==> config.mk <==
export PLATFORM = sky130hd
export DESIGN_NAME = vga_text_timing
export DESIGN_NICKNAME = d
export VERILOG_FILES = /design/src/rtl/vga_pkg.sv /design/src/rtl/vga_delay_line.sv /design/src/rtl/vga_text_timing.sv
export SDC_FILE = /design/constraint.sdc
export NUM_CORES = 1
export LEC_CHECK = 0
export CORE_MARGIN = 4
export CORE_UTILIZATION = 46
export CTS_CLUSTER_DIAMETER = 120
export CTS_CLUSTER_SIZE = 14
export DETAILED_ROUTE_END_ITERATION = 8
export PLACE_DENSITY_LB_ADDON = 0.15
export SYNTH_ARGS = -nofsm -noshare
export SYNTH_HDL_FRONTEND = slang
export SYNTH_HIERARCHICAL = 1
export SYNTH_SLANG_ARGS = --single-unit
==> constraint.sdc <==
create_clock -name pclk -period 3 [get_ports pclk]
set_input_delay 0.3 -clock pclk [delete_from_list [all_inputs] [get_ports pclk]]
set_output_delay 0.3 -clock pclk [all_outputs]
set_load 0.1 [all_outputs]
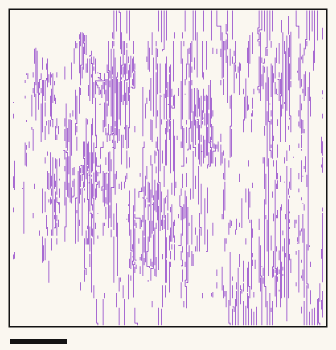
run_1/m2.png
The bar under the picture is 20 um long.
nets with wire on the layer: 642
wire length on this layer: 6080 um
vias post-DR: 4222
met2 usage in global routing: 36.1%

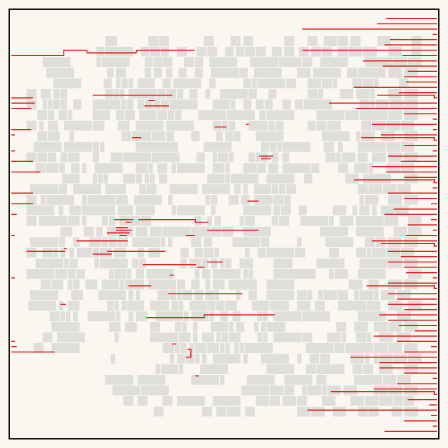
run_1/m3.png
Cells faint in the background.
main direction: horizontal
nets with wire on the layer: 118
wire length on this layer: 1230 um
share of all routed wire: 9.7%
met3 usage: 5.93%
routed wire length: 12.7 mm

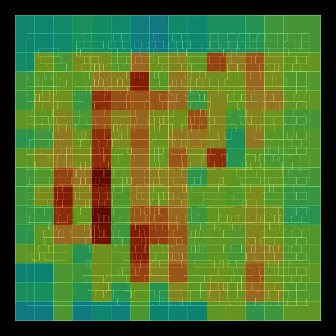
run_1/congestion_map.png
Core Util, Final: 64.7%
wire per inst: 15.7 um
Tot GR Track Use: 20.7%
Global Route met1 Usage: 24.5%

==> ci_impl_report.md, run 1 <==
## PnR job results

| Metric | Value |
|---|---|
| Final Hold Fails | `0` |
| DIE HEIGHT | `approximately 110 um` |
| Setup Fix Bufs, Post-CTS | `0` |
| Leakage | `around 2.7 nW` |
| Top cells by count | `dfxtp_1 (110), nor2_1 (75), nand2_1 (35)` |
| Largest net degree at the start of global routing | `49` |
| First-pass GRT wire length | `a little under 20 mm` |
| AO/OA Area Share | `10.9%` |
| Area leader, netlist | `dfxtp_1` |
| Critical path's top delay family | `AND-OR/OR-AND gates` |
| Async SR Flop Fraction | `0%` |
| Syn Inst Count | `roughly 540` |
| Tool warnings | `31` |
| CTS clk-pin slew, worst paths | `approximately 0.1 ns` |
| Post-DP HPWL | `9.59 mm` |
| Dominant cell area share | `46.0%` |
| Placed cell count | `between 700 and 800` |
| Setup slack, reg-to-reg | `around 0.46 ns` |
| Met2 routed WL | `a little over 6 mm` |
| Buf/Inv on CP | `0` |
| Hold_buf cts | `0` |
| Status | `completed` |
| DIE WIDTH | `between 100 and 150 um` |
| # resized after CTS | `0` |
| Adders+Majority by Area | `under 10%` |
| Biggest area cells | `dfxtp_1 (46%), nor2_1 (5.9%), mux2i_1 (5.4%)` |
| Final Slew Violations | `0` |
| Syn avg cell area | `around 8.9 sq um` |
| Yosys reg bits | `between 100 and 150` |
| Highest Signal Layer | `met4` |
| Initial DRC count | `roughly 160` |
| Most numerous cell in the Yosys netlist | `dfxtp_1` |
| Clk root buf | `clkbuf_8` |
| H-tree depth | `3` |
| Most used cell, CP | `o41ai_1` |
| RSZ-0062 raised after global routing | `no` |
| Top non-seq family | `simple AND/OR/NAND/NOR gates` |
| Levels on crit path | `6` |
| Layout Cells excl Fill | `810` |
| Syn Nets | `626` |
| Row Count | `36` |
| Hold WS | `between 0.3 and 0.4 ns` |
| Total power | `about 2.7 mW` |
| GR peak layer | `met2` |
| Cells on worst reg2reg path | `6` |
| Placed cell areas | `between 6000 and 7000 sq um` |
| IO Count | `approximately 150` |
| Pre-placement core utilization | `48.0%` |
| ANT nets after route | `0` |
| Total Die Area | `12100 sq um` |
| WL met1 | `~5.3 mm` |
| Yosys cell types | `between 40 and 50` |
| Post-synthesis xor/xnor area fraction | `around 5.3%` |
| Netlist Area Pre-Place | `~4800 sq um` |
| Fin area | `approximately 6400 sq um` |
| Dominant Register Cell | `dfxtp_1` |
| Clock Skew | `0.00972 ns` |
| Share of layout cells above drive strength 1 | `~14%` |
| Clk ins delay skew pair | `0.37 ns` |
| Cycle use final | `84.8%` |
| Least-Margin Pin Slew | `between 0.9 and 1 ns` |
| Core box area | `around 10000 sq um` |
| 1st-pass router iterations | `4` |
| YS chip area | `4780 sq um` |
| Final WS setup | `around 0.46 ns` |
| Port Buffers | `about 150` |
| Vias per inst | `5.21` |
| Post-route DRC violation count | `0` |
| Most frequent logic cell in the layout | `dfxtp_1` |
| CTS Buf Count | `9` |
| Crit path required time | `3.24 ns` |
| CTS Buffer Depth | `2` |
-- run 1: where the power goes --
group          total, mW  switching, mW  internal, mW  leakage (nW)
Clock               1.00          0.503         0.498         0.109
Sequential          1.48        0.00674          1.47         0.889
Combinational      0.227         0.0959         0.131          1.67
-- run 1: layout make-up --
type / instances / area [sq um]
Clock buffer: 10 / 138
Clock inverter: 6 / 92.6
Fill cell: 817 / 3510
Inverter: 18 / 67.6
Multi-Input combinational cell: 376 / 2380
Sequential cell: 110 / 2200
Tap cell: 133 / 166
Timing Repair Buffer: 157 / 1390
-- run 1: cells by family after synthesis --
logic type                 Yosys count
muxes                               26
buffers and inverters               51
adders and majority gates           13
AOI/OAI and AO/OA                   82
other                                1
and+or+nand+nor                    225
DFF                                110
xor gates and xnor gates            29
==> inputs of run 2 (changes only) <==
--- a/config.mk
+++ b/config.mk
@@ -6,7 +6,7 @@
 export NUM_CORES = 1
 export LEC_CHECK = 0
 export CORE_MARGIN = 4
-export CORE_UTILIZATION = 46
+export CORE_UTILIZATION = 42
 export CTS_CLUSTER_DIAMETER = 120
 export CTS_CLUSTER_SIZE = 14
 export DETAILED_ROUTE_END_ITERATION = 8
==> constraint.sdc (replaced) <==
create_clock -name pclk -period 2.18 [get_ports pclk]
set_input_delay 0.218 -clock pclk [delete_from_list [all_inputs] [get_ports pclk]]
set_output_delay 0.218 -clock pclk [all_outputs]
set_load 0.1 [all_outputs]
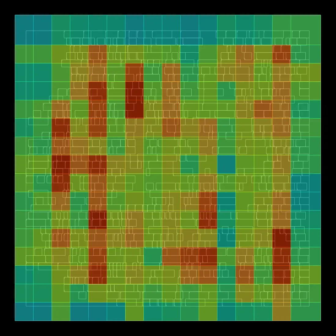
run_2/congestion_map.png
GR peak layer: met2
met3 usage: 4.97%
Core Util, Final: 64.5%
Global Route met1 Usage: 24.0%

==> run 2 against run 1 <==
Global-route usage is 1.3 points lower. Cell count up 4.7%. Clock power increased by 64%. Area after synthesis is the same. Sequential power increased by 37%. Die area increased by 8.8%. Synthesized cell count stayed put. Sequential share of layout area fell by 3.1 points. Register-to-register slack got worse by 0.40 ns. Critical endpoint is now cy_q[0]$_SDFFE_PN0P_. Combinational power rose by 43%. First-iteration DRC count is 18% higher.
==> ci_impl_report.md, run 2 <==
## PnR job results

| Metric | Value |
|---|---|
| Status | `completed` |
| Levels on crit path | `6` |
| Initial DRC count | `roughly 190` |
| Yosys cell types | `47` |
| Syn Nets | `between 600 and 700` |
| Dominant cell area share | `46.0%` |
| Crit path DAT | `approximately 2.4 ns` |
| WL met1 | `~5.6 mm` |
| Clock Skew | `~0.0063 ns` |
| Clock Sinks | `approximately 110` |
| Pre-placement core utilization | `43.5%` |
| Placed cell areas | `around 6700 sq um` |
| Yosys reg bits | `about 110` |
| Max Fanout on Critical Path | `7` |
| Tot GR Track Use | `roughly 19%` |
| Row Count | `38` |
| Largest net degree at the start of global routing | `a little under 50` |
| Vias per inst | `approximately 5.1` |
| Most frequent logic cell in the layout | `dfxtp_1` |
| CTS Buf Count | `9` |
| Hold path cells | `1` |
| Seq/Total Area, Yosys | `a little under half` |
| Post-route DRC violation count | `0` |
| CP startpoint kind | `flip-flop` |
| Crit-path cells | `ha_2 > or4_4 > nor4b_4 > o21bai_4 > or4_4 > a21oi_2` |
| YS chip area | `4780 sq um` |
| Pre-CTS setup slack | `-0.0212 ns` |
| Top cells by count | `dfxtp_1 (110), nor2_1 (75), nand2_1 (35)` |
| Final Hold Fails | `0` |
| Crit path kind | `reg -> reg` |
| GP Congestion | `about 0.85` |
| Leakage | `around 3.0 nW` |
| Layout Nets | `792` |
| Comb power frac | `under 10%` |
| Layout Cells excl Fill | `848` |
| Share of layout cells above drive strength 1 | `between 20 and 25%` |
| Clk ins delay skew pair | `0.35 ns` |
| Sw Ratio | `between 20% and 30%` |
| Hold_buf cts | `0` |
| Hold WS | `0.370 ns` |
| Ys cells | `around 540` |
| Clk root buf | `clkbuf_16` |
| RSZ-0062 raised after global routing | `yes` |
| Core box area | `~11000 sq um` |
| Met2 routed WL | `~6.1 mm` |
| Ys Warns | `6` |
| Least-Margin Pin Slew | `0.534 ns` |
| Setup-failing EPs final | `0` |
| IO Count | `~150` |
| Netlist Area Pre-Place | `approximately 4800 sq um` |
| Comb pwr | `between 0.3 and 0.4 mW` |
| Final WS setup | `~0.057 ns` |
| Most numerous cell in the Yosys netlist | `dfxtp_1` |
| Wire per inst | `~15 um` |
| Vias in the first global route | `roughly 4.2k` |
| CTS clk-pin slew, worst paths | `0.07 ns` |
| Placed cell count | `around 830` |
| DR WL met3 | `~1 mm` |
| Flop+latch power | `2.03 mW` |
| Post-DP HPWL | `between 9 and 10 mm` |
| 1st-pass router iterations | `4` |
| Slowest stage delay, CP | `roughly 0.53 ns` |
| H-tree depth | `3` |
| Total power | `4.00 mW` |
| Tool warnings | `32` |
| CTS Buffer Depth | `2` |
| Critical path's top delay family | `simple AND/OR/NAND/NOR gates` |
| ANT nets after route | `0` |
| Dominant Register Cell | `dfxtp_1` |
| Syn avg cell area | `around 9 sq um` |
| Slew headroom | `between 60 and 70%` |
| Initial antenna violation count | `0` |
| Cells on worst reg2reg path | `6` |
| Biggest consumer | `registers` |
| Slowest CP cell | `or4_4` |
| Fin Setup TNS | `0 ns` |
| Clock network power | `roughly 1.6 mW` |
| DIE HEIGHT | `about 110 um` |
| Setup slack, reg-to-reg | `around 0.057 ns` |
| Final Slew Violations | `0` |
| DIE WIDTH | `115 um` |
| Crit path required time | `roughly 2.5 ns` |
| Total Die Area | `about 13000 sq um` |
| Fin area | `between 7000 and 8000 sq um` |
| Clk pwr share | `approximately 41%` |
| Most frequent cells in the layout | `dfxtp_1 (108), buf_4 (90), clkdlybuf4s50_1 (75)` |
| Biggest area cells | `dfxtp_1 (46%), nor2_1 (5.9%), mux2i_1 (5.4%)` |
| Area Overhead vs Synth | `48.2%` |
| GRT Residual Overflow | `0` |
| Met2 usage in global routing | `32.8%` |
| Area leader, netlist | `dfxtp_1` |
| Worst VDD drop | `0.000380 V` |
| Syn Inst Count | `between 500 and 600` |
| Psw | `between 0.8 and 0.9 mW` |
| Highest Signal Layer | `met4` |
| Pwr dens | `564 nW/um^2` |
| Most used cell, CP | `or4_4` |
| Cell Int Power | `approximately 3.1 mW` |
| Async SR Flop Fraction | `0%` |
| Buf/Inv on CP | `0` |
| F_max | `between 400 and 500 MHz` |
| CTS tree | `yes` |
| First-pass GRT wire length | `between 20 and 25 mm` |
| # diodes | `0` |
| Hold/Removal Path Class | `reg -> reg` |
| Port Buffers | `152` |
| Post-synth EDFFs | `0` |
| Min Tclk post-route | `2.12 ns` |
| Reg power frac | `roughly 50%` |
| CP Capture Type | `flip-flop` |
| Cycle use final | `between 90% and 100%` |
| Max cap viols | `0` |
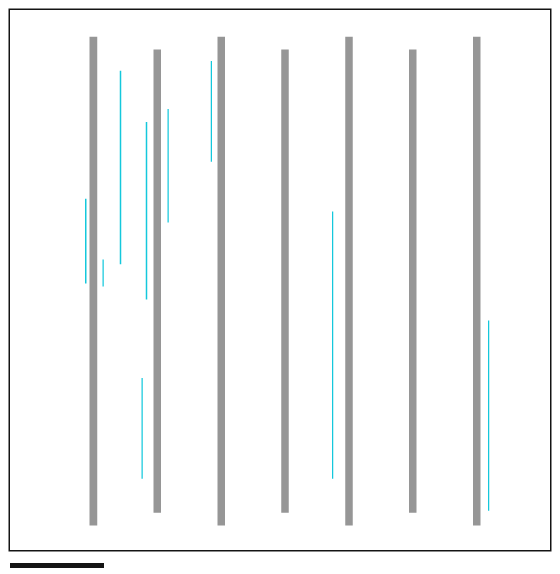
run_2/m4.png
The bar under the picture is 20 um long. Supply wires on this layer in grey.
wire length on this layer: 264 um
share of all routed wire: 2.0%
longest straight run: 56.4 um
nets with wire on the layer: 8
main direction: vertical
vias post-DR: 4292
routed wire length: 13.0 mm

run 2: final cells by class:
type	instances	area (sq um)
Clock buffer	11	243
Clock inverter	5	58.8
Fill cell	905	3890
Inverter	18	67.6
Multi-Input combinational cell	376	2470
Sequential cell	110	2200
Tap cell	140	175
Timing Repair Buffer	188	1870
run 2: what timing repair did:
item	CTS	global route
pin swaps	1	12
endpoints found under the hold margin	0	0
buffers inserted	0	5
gates resized	1	27
setup endpoints to repair	3	28
run 2: kinds of logic after synthesis:
logic type	Yosys count	share of synthesized area, %
other cells	1	0.0784
flops	110	46.0
mux	26	5.44
fa+ha+maj	13	3.40
xor+xnor	29	5.31
simple gates	225	24.5
compound gates	82	10.9
buf+inv	51	4.37
No activity file was given, so power comes from the tool's default toggle rates.
